<file path="src/rtl/trigger_match.sv">
// trigger_match: mcontrol (type 2) state for two hardware triggers, execute
// and load/store address compare against tdata2, and a registered
// breakpoint/debug-entry request held until acknowledged.
// Optional build macro: TRIGGER_NAPOT_MATCH_EN enables match=1 (NAPOT).
module trigger_match #(
  parameter int unsigned NUM_TRIG = 2,
  parameter int unsigned DW       = 32
) (
  input  logic          cpu_clk,
  input  logic          cpu_rstn,
  input  logic          tselect,
  input  logic          mctrl_wr,
  input  logic [DW-1:0] mctrl_wr_data,
  output logic [DW-1:0] mctrl_rd_data,
  input  logic [DW-1:0] tdata2_t0,
  input  logic [DW-1:0] tdata2_t1,
  input  logic          dbg_mode,
  input  logic          if_pc_valid,
  input  logic [DW-1:0] if_pc,
  input  logic          ls_valid,
  input  logic          ls_store,
  input  logic [DW-1:0] ls_addr,
  output logic          trig_req,
  output logic          trig_action,
  output logic          trig_idx,
  output logic          trig_is_ls,
  input  logic          trig_ack
);

  typedef enum logic {
    ST_IDLE,
    ST_PEND
  } state_t;

  state_t r_state;
  state_t w_state_nxt;

  logic [NUM_TRIG-1:0] r_dmode;
  logic [NUM_TRIG-1:0] r_hit;
  logic [NUM_TRIG-1:0] r_action;
  logic [NUM_TRIG-1:0] r_chain;
  logic [NUM_TRIG-1:0] r_m;
  logic [NUM_TRIG-1:0] r_exec;
  logic [NUM_TRIG-1:0] r_store;
  logic [NUM_TRIG-1:0] r_load;
  logic [3:0]          r_match [NUM_TRIG];

  logic                r_trig_action;
  logic                r_trig_idx;
  logic                r_trig_is_ls;

  logic [DW-1:0]       w_tdata2 [NUM_TRIG];
  logic [NUM_TRIG-1:0] w_exe_raw;
  logic [NUM_TRIG-1:0] w_ls_raw;
  logic [NUM_TRIG-1:0] w_exe_fire;
  logic [NUM_TRIG-1:0] w_ls_fire;
  logic [NUM_TRIG-1:0] w_set_hit;
  logic                w_any;
  logic                w_idx;
  logic                w_is_ls;
  logic                w_take;
  logic                w_wr_ok;
  logic                w_unused;

  // Address compare for one source against one trigger's tdata2.
  function automatic logic f_cmp(input logic [DW-1:0] v, input logic [DW-1:0] t,
                                 input logic [3:0] mt);
`ifdef TRIGGER_NAPOT_MATCH_EN
    logic [DW-1:0] msk;
    // t ^ (t+1) covers the k trailing ones plus the zero above them
    msk = t ^ (t + DW'(1));
`endif
    f_cmp = 1'b0;
    case (mt)
      4'd0: f_cmp = (v == t);
`ifdef TRIGGER_NAPOT_MATCH_EN
      4'd1: f_cmp = ((v & ~msk) == (t & ~msk));
`endif
      4'd2: f_cmp = (v >= t);
      4'd3: f_cmp = (v < t);
      default: f_cmp = 1'b0;
    endcase
  endfunction

  assign w_tdata2[0] = tdata2_t0;
  assign w_tdata2[1] = tdata2_t1;

  // A trigger owned by debug mode cannot be modified from outside debug mode
  assign w_wr_ok  = !(r_dmode[tselect] && !dbg_mode);
  assign w_unused = ^{mctrl_wr_data[31:28], mctrl_wr_data[26:21],
                      mctrl_wr_data[19:16], mctrl_wr_data[5:3]};

  for (genvar g = 0; g < NUM_TRIG; g++) begin : g_trig
    assign w_exe_raw[g] = !dbg_mode && r_m[g] && r_exec[g] && if_pc_valid &&
                          f_cmp(if_pc, w_tdata2[g], r_match[g]);
    assign w_ls_raw[g]  = !dbg_mode && r_m[g] && ls_valid &&
                          ((r_load[g] && !ls_store) || (r_store[g] && ls_store)) &&
                          f_cmp(ls_addr, w_tdata2[g], r_match[g]);
    assign w_set_hit[g] = w_take && (w_idx == 1'(g));

    // Per-trigger mcontrol fields: software write, then hardware hit set wins
    always_ff @(posedge cpu_clk or negedge cpu_rstn) begin
      if (!cpu_rstn) begin
        r_dmode[g]  <= 1'b0;
        r_hit[g]    <= 1'b0;
        r_action[g] <= 1'b0;
        r_chain[g]  <= 1'b0;
        r_match[g]  <= '0;
        r_m[g]      <= 1'b0;
        r_exec[g]   <= 1'b0;
        r_store[g]  <= 1'b0;
        r_load[g]   <= 1'b0;
      end else begin
        if (mctrl_wr && w_wr_ok && (tselect == 1'(g))) begin
          if (dbg_mode) r_dmode[g] <= mctrl_wr_data[27];
          r_hit[g]    <= mctrl_wr_data[20];
          r_action[g] <= (mctrl_wr_data[15:12] == 4'd1);
          r_chain[g]  <= mctrl_wr_data[11];
          r_match[g]  <= mctrl_wr_data[10:7];
          r_m[g]      <= mctrl_wr_data[6];
          r_exec[g]   <= mctrl_wr_data[2];
          r_store[g]  <= mctrl_wr_data[1];
          r_load[g]   <= mctrl_wr_data[0];
        end
        if (w_set_hit[g]) r_hit[g] <= 1'b1;
      end
    end
  end

  // Chain qualification and priority: execute over load/store, trigger 0 over 1.
  // A chained trigger 0 only contributes as the partner of trigger 1.
  always_comb begin
    w_exe_fire    = '0;
    w_ls_fire     = '0;
    w_exe_fire[0] = w_exe_raw[0] && !r_chain[0];
    w_exe_fire[1] = w_exe_raw[1] && (!r_chain[0] || w_exe_raw[0]);
    w_ls_fire[0]  = w_ls_raw[0] && !r_chain[0];
    w_ls_fire[1]  = w_ls_raw[1] && (!r_chain[0] || w_ls_raw[0]);
    w_any         = (|w_exe_fire) || (|w_ls_fire);
    w_is_ls       = 1'b0;
    w_idx         = 1'b0;
    if (|w_exe_fire) begin
      w_idx = !w_exe_fire[0];
    end else if (|w_ls_fire) begin
      w_is_ls = 1'b1;
      w_idx   = !w_ls_fire[0];
    end
  end

  // Request FSM next state: capture only when idle, release on ack
  always_comb begin
    w_state_nxt = r_state;
    w_take      = 1'b0;
    case (r_state)
      ST_IDLE: begin
        if (w_any) begin
          w_take      = 1'b1;
          w_state_nxt = ST_PEND;
        end
      end
      ST_PEND: begin
        if (trig_ack) w_state_nxt = ST_IDLE;
      end
      default: w_state_nxt = ST_IDLE;
    endcase
  end

  // Request state register
  always_ff @(posedge cpu_clk or negedge cpu_rstn) begin
    if (!cpu_rstn) r_state <= ST_IDLE;
    else           r_state <= w_state_nxt;
  end

  // Side outputs latch together with the rising request and hold while pending
  always_ff @(posedge cpu_clk or negedge cpu_rstn) begin
    if (!cpu_rstn) begin
      r_trig_action <= 1'b0;
      r_trig_idx    <= 1'b0;
      r_trig_is_ls  <= 1'b0;
    end else if (w_take) begin
      r_trig_action <= r_action[w_idx];
      r_trig_idx    <= w_idx;
      r_trig_is_ls  <= w_is_ls;
    end
  end

  // mcontrol readback of the selected trigger; unimplemented fields read 0
  always_comb begin
    mctrl_rd_data        = '0;
    mctrl_rd_data[31:28] = 4'd2;
    mctrl_rd_data[27]    = r_dmode[tselect];
    mctrl_rd_data[20]    = r_hit[tselect];
    mctrl_rd_data[15:12] = {3'b000, r_action[tselect]};
    mctrl_rd_data[11]    = r_chain[tselect];
    mctrl_rd_data[10:7]  = r_match[tselect];
    mctrl_rd_data[6]     = r_m[tselect];
    mctrl_rd_data[2]     = r_exec[tselect];
    mctrl_rd_data[1]     = r_store[tselect];
    mctrl_rd_data[0]     = r_load[tselect];
  end

  assign trig_req    = (r_state == ST_PEND);
  assign trig_action = r_trig_action;
  assign trig_idx    = r_trig_idx;
  assign trig_is_ls  = r_trig_is_ls;

endmodule

</file>
<file path="config.mk">
export PLATFORM = sky130hd
export DESIGN_NAME = trigger_match
export DESIGN_NICKNAME = d
export VERILOG_FILES = /design/src/rtl/trigger_match.sv
export SDC_FILE = /design/constraint.sdc
export NUM_CORES = 1
export LEC_CHECK = 0
export CAP_MARGIN = 20
export CORE_MARGIN = 4
export CORE_UTILIZATION = 44
export DETAILED_ROUTE_END_ITERATION = 6
export GPL_TIMING_DRIVEN = 1
export HOLD_SLACK_MARGIN = 0.12
export PLACE_DENSITY = 0.8
export SYNTH_ARGS = -nofsm -noshare
export SYNTH_HDL_FRONTEND = slang
export SYNTH_SLANG_ARGS = --single-unit
</file>
<file path="constraint.sdc">
create_clock -name cpu_clk -period 3.3 [get_ports cpu_clk]
set_input_delay 0.33 -clock cpu_clk [delete_from_list [all_inputs] [get_ports cpu_clk]]
set_output_delay 0.33 -clock cpu_clk [all_outputs]
set_load 0.01 [all_outputs]
</file>
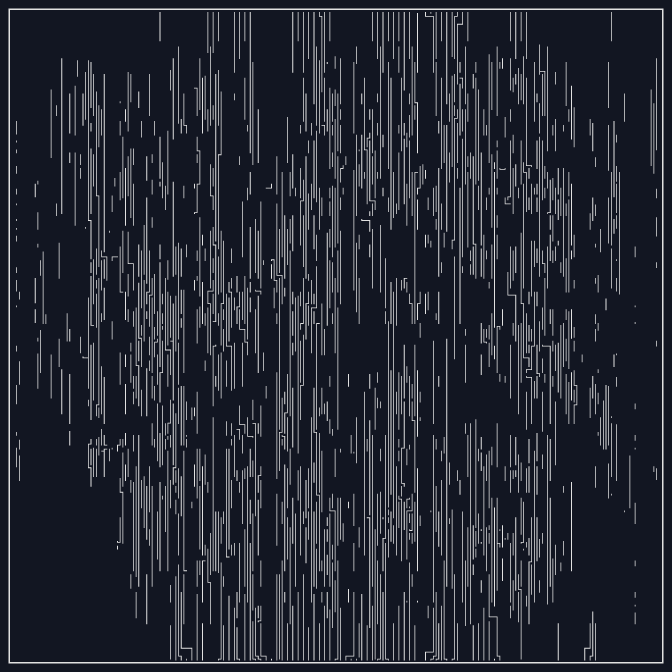
Fig. 1. The metal 2 layer.
- main direction: vertical
- nets with wire on the layer: 921
Vias: 4921
total wire length: 14.8 mm

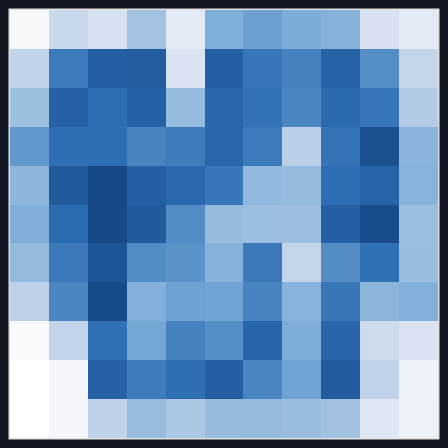
Fig. 2. Cell area per tile.
The die is cut into 11 by 11 equal tiles; white is low, dark blue is high, 0 to 100% covered.
- tiles over 75% full: 25%
- densest ninth of the die: west
- fullest tile: 90%
- nearly empty tiles: 1.7%
- mean over tiles: 53%
total core area: 10800 sq um
Finished Core Util: 0.646

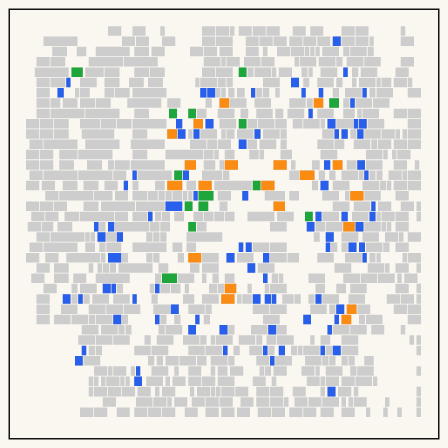
Fig. 3. Gate-type map.
- orange: non-inverting ao/oa cells (cells 20)
- blue: nand cells (cells 90)
- green: and/or cells (cells 14)
most numerous logic cell after layout: clkdlybuf4s50_1
Comb/total area: 0.545
Post-Layout Cell Count: 905

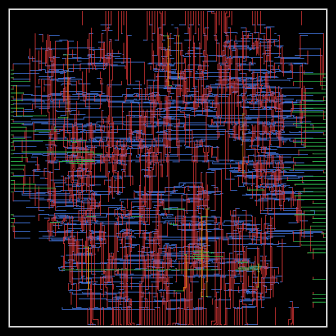
Fig. 4. Metal layers overlaid.
- red: metal 2 (wire length 7630 um)
- green: metal 3 (wire length 726 um)
- blue: metal 1 (wire length 6260 um)
- orange: metal 4 (wire length 184 um)
All-Layer GR Usage: 0.222
WL per Instance: 16.4 um

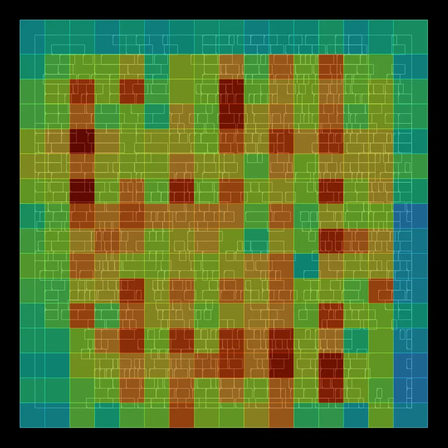
Fig. 5. Routing congestion map.
M2 GR Usage: 0.417
GRT busiest layer: met2
grt met1 use: 0.268
global routing usage on met3: 0.0278

==> run notes <==
run results: CP Capture Type=flip-flop, slew at the pin closest to its max-slew limit=749 ps, reg2reg start=r_match[0]$_DFFE_PN0P_, most frequent cells in the layout=clkdlybuf4s50_1 (167), ha_1 (128), inv_1 (78), a21oi_1 (59), buf_4 (38), top cells, area=ha_1 (33%), dfrtp_1 (14%), mux2_2 (7.9%), largest class=multi-input combinational cells, Core Rows=38, Num CTS Buffers=3, status=finished clean, #MultiIn Comb=450, OpenROAD warnings=43, Initial DRC Count=137, worst hold path type=input port to async pin, number of global-route vias before repair=5264, P_int=1.02 mW, peak supply drop=0.000331 V, Tapcells=140, max_cap viols=0, setup violators final=0, NetSw=587 uW, dpl cells=900, YS warnings=0, clock buffers=3, Tot Pwr=1.60 mW
## layer usage
layer / track usage / routed length [um] / vias to the layer above
li1: - / - / 2453
met1: 0.268 / 6260 / 2295
met2: 0.417 / 7630 / 153
met3: 0.0278 / 725 / 20
met4: 0.0513 / 183 / 0
met5: 0 / 0 / -
## what timing repair did
| item | CTS | global route |
|---|---|---|
| setup endpoints to repair | 0 | 4 |
| setup buffers | 0 | 1 |
| resized | 0 | 7 |
## per-stage QoR
step	hold slack (ps)	area (sq um)
2_1_floorplan	34.4	4920
3_3_place_gp	474	6870
3_5_place_dp	493	6870
4_1_cts	435	6910
5_1_grt	449	6970
6_report	426	6970
Power figures rest on the tool's default switching activity, not on a simulated workload.
